==> config.mk <==
export PLATFORM = sky130hd
export DESIGN_NAME = switch_pre_flat
export DESIGN_NICKNAME = d
export VERILOG_FILES = /design/src/rtl/switch_pkg.sv /design/src/rtl/switch_pre_if.sv /design/src/rtl/cell_packer_b8_w128.sv /design/src/rtl/switch_pre.sv /design/src/flat_wrapper.sv
export SDC_FILE = /design/constraint.sdc
export NUM_CORES = 1
export LEC_CHECK = 0
export CORE_UTILIZATION = 53
export CTS_BUF_LIST = sky130_fd_sc_hd__clkbuf_4
export DETAILED_ROUTE_END_ITERATION = 8
export PLACE_DENSITY = 0.88
export SYNTH_ARGS = -nofsm -noshare
export SYNTH_HDL_FRONTEND = slang
export SYNTH_SLANG_ARGS = --single-unit
export TNS_END_PERCENT = 5
==> constraint.sdc <==
create_clock -name clk -period 2.3 [get_ports clk]
set_clock_uncertainty 0.2 [all_clocks]
set_input_delay 0.23 -clock clk [delete_from_list [all_inputs] [get_ports clk]]
set_output_delay 0.23 -clock clk [all_outputs]
set_load 0.01 [all_outputs]
Fig. 1: the metal 2 layer
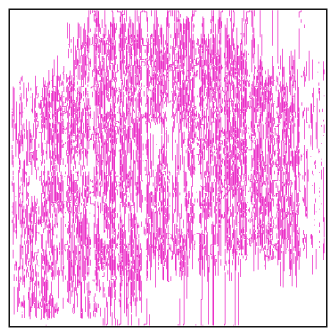
share of all routed wire	49%
nets with wire on the layer	1,730
longest straight run	51.8 um
met2 GRT Util: 54.5%
via count: 14,045
WL final: 46.4 mm

Fig. 2: track usage over the die
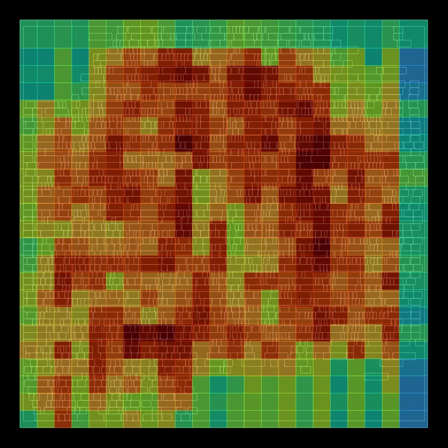
M3 GR Usage: 6.32%
Post-Route Utilization: 74.5%

==> impl_metrics.json <==
{
  "cp_max_fo": 2,
  "synth.avg_cell_area_um2": 8.57,
  "cp_num_cells": 8,
  "cp-end-kind": "output pin",
  "drtIter0Drc": 1695,
  "fin_nets": 1972,
  "cp_slowest_cell": "dfrtp_1",
  "io_buffers": 161,
  "ir_drop_mv": 0.675,
  "finalSetupViolCount": 279,
  "cp_slowest_stage_delay_ns": 0.39,
  "status": "finished, violations left",
  "hold_violations": 0,
  "vias_per_cell": 6.08,
  "critPathLaunchType": "register",
  "root_buffer": "clkbuf_4",
  "drive_gt1_share_pct": 20.7,
  "worstPathArrival_ns": 2.19,
  "ant_nets": 0,
  "clk_pin_slew_ns": 0.08,
  "setup_ws_ns": -0.319,
  "syn_nets": 1643,
  "synth_cells": 1605,
  "fillCellCount": 1551,
  "overflow": 0,
  "row_count": 58,
  "synthArstFlopShare_pct": 100,
  "fp_util_pct": 54.3,
  "die_width_um": 163,
  "cp_num_buf_inv": 2,
  "die-area_um2": 26600,
  "violations": "negative setup slack",
  "die_h_um": 163,
  "antenna_found_initial": 1,
  "largest_reg_flops": 128,
  "critical_path.cell_chain": "inv_2 > ha_4 > nand4bb_1 > a211o_2 > nand2_4 > nor3_4 > o21bai_4 > buf_6",
  "track_usage_pct": 33.5,
  "synth_chip_area_um2": 13800,
  "worst_ep_required_time_ns": 1.87
}
-- metrics by stage --
stage          std cells  setup TNS (ns)  power [mW]  setup slack (ns)
2_1_floorplan       1605       -0.000989        11.6         -0.000666
3_3_place_gp        2132          -15.73        13.7            -0.198
3_5_place_dp        2132          -23.10        14.0            -0.281
4_1_cts             2294          -42.15        18.7            -0.310
5_1_grt             2311          -79.17        20.4            -0.418
6_report            2311          -52.71        19.5            -0.319
-- report_power, final --
part           total, mW  internal [mW]  leakage [nW]  switching [mW]
Combinational       6.44           2.85          4.74            3.60
Sequential          8.57           6.67          3.83            1.90
Clock               4.45           2.21         0.534            2.24
Total               19.5           11.7          9.11            7.73
-- cell usage after synthesis, types with 3 or more instances --
cell type	number	share of area (%)
a31oi_1	113	5.1
xnor2_1	20	1.3
or2_2	4	0.18
o21ai_0	39	1.4
or3_1	5	0.23
nor4_1	15	0.68
nor2_1	139	3.8
ha_1	9	0.82
a32oi_1	5	0.32
a211oi_1	4	0.22
nor3_1	13	0.47
and3_1	6	0.27
inv_1	14	0.38
mux2_2	6	0.49
nand4_1	5	0.23
o31ai_1	11	0.60
o21a_1	3	0.16
clkbuf_1	54	1.5
or4_1	8	0.44
nand3_1	17	0.62
nand4b_1	3	0.19
a22o_1	10	0.64
xor2_1	24	1.5
dfrtp_1	301	55
nand2_1	654	18
a21oi_1	20	0.73
and2_1	4	0.18
buf_2	45	1.6
nand2b_1	6	0.27
-- cell usage in the layout, fill, tap and decap left out, drive strengths merged, types with 12 or more instances in the layout --
cell type      synthesis  routed
nand2                654     654
nor2                 139     139
dfrtp                301     301
nor3                  13      13
o31ai                 12      12
xor2                  24      24
a31oi                113     113
inv                   15      17
nor4                  16      16
clkdlybuf4s50          0     158
a21oi                 20      20
xnor2                 21      21
o21ai                 39      39
clkbuf                56     112
clkinv                 1      17
nand3                 18      18
buf                   46     174
-- layer usage --
| metal | track usage [%] | up-vias | wire, um |
|---|---|---|---|
| li1 | - | 6046 | - |
| met1 | 42.4 | 6653 | 16600 |
| met2 | 54.5 | 1082 | 22600 |
| met3 | 6.32 | 264 | 4570 |
| met4 | 18.3 | 0 | 2650 |
| met5 | 0 | - | 0 |
-- kinds of logic after synthesis --
family / synth area share [%]
AND-OR/OR-AND: 10.7
XOR/XNOR: 2.92
adder cells (fa/ha/maj): 0.819
buffers and inverters: 3.70
flip-flops: 54.8
multiplexers: 0.491
AND/OR/NAND/NOR: 26.6
-- final cells by class --
class | count | area [um2] | share of cell area (%)
Sequential cell | 301 | 7530 | 39.9
Multi-Input combinational cell | 1186 | 6180 | 32.8
Timing Repair Buffer | 352 | 3760 | 19.9
Clock buffer | 105 | 788 | 4.18
Tap cell | 330 | 413 | 2.19
Clock inverter | 19 | 104 | 0.551
Inverter | 16 | 72.6 | 0.385
Timing Repair inverter | 1 | 8.76 | 0.0464
Antenna cell | 1 | 2.50 | 0.0133
-- what timing repair did --
action                                  4_1_cts  5_1_grt
hold buffers                                 11        0
cloned                                        9        8
gates resized                                92       69
buffers inserted                             21       14
hold endpoints to repair                    313        0
endpoints found under the setup margin      226      284
pin swaps                                    48       54
No activity file was given, so power comes from the tool's default toggle rates.
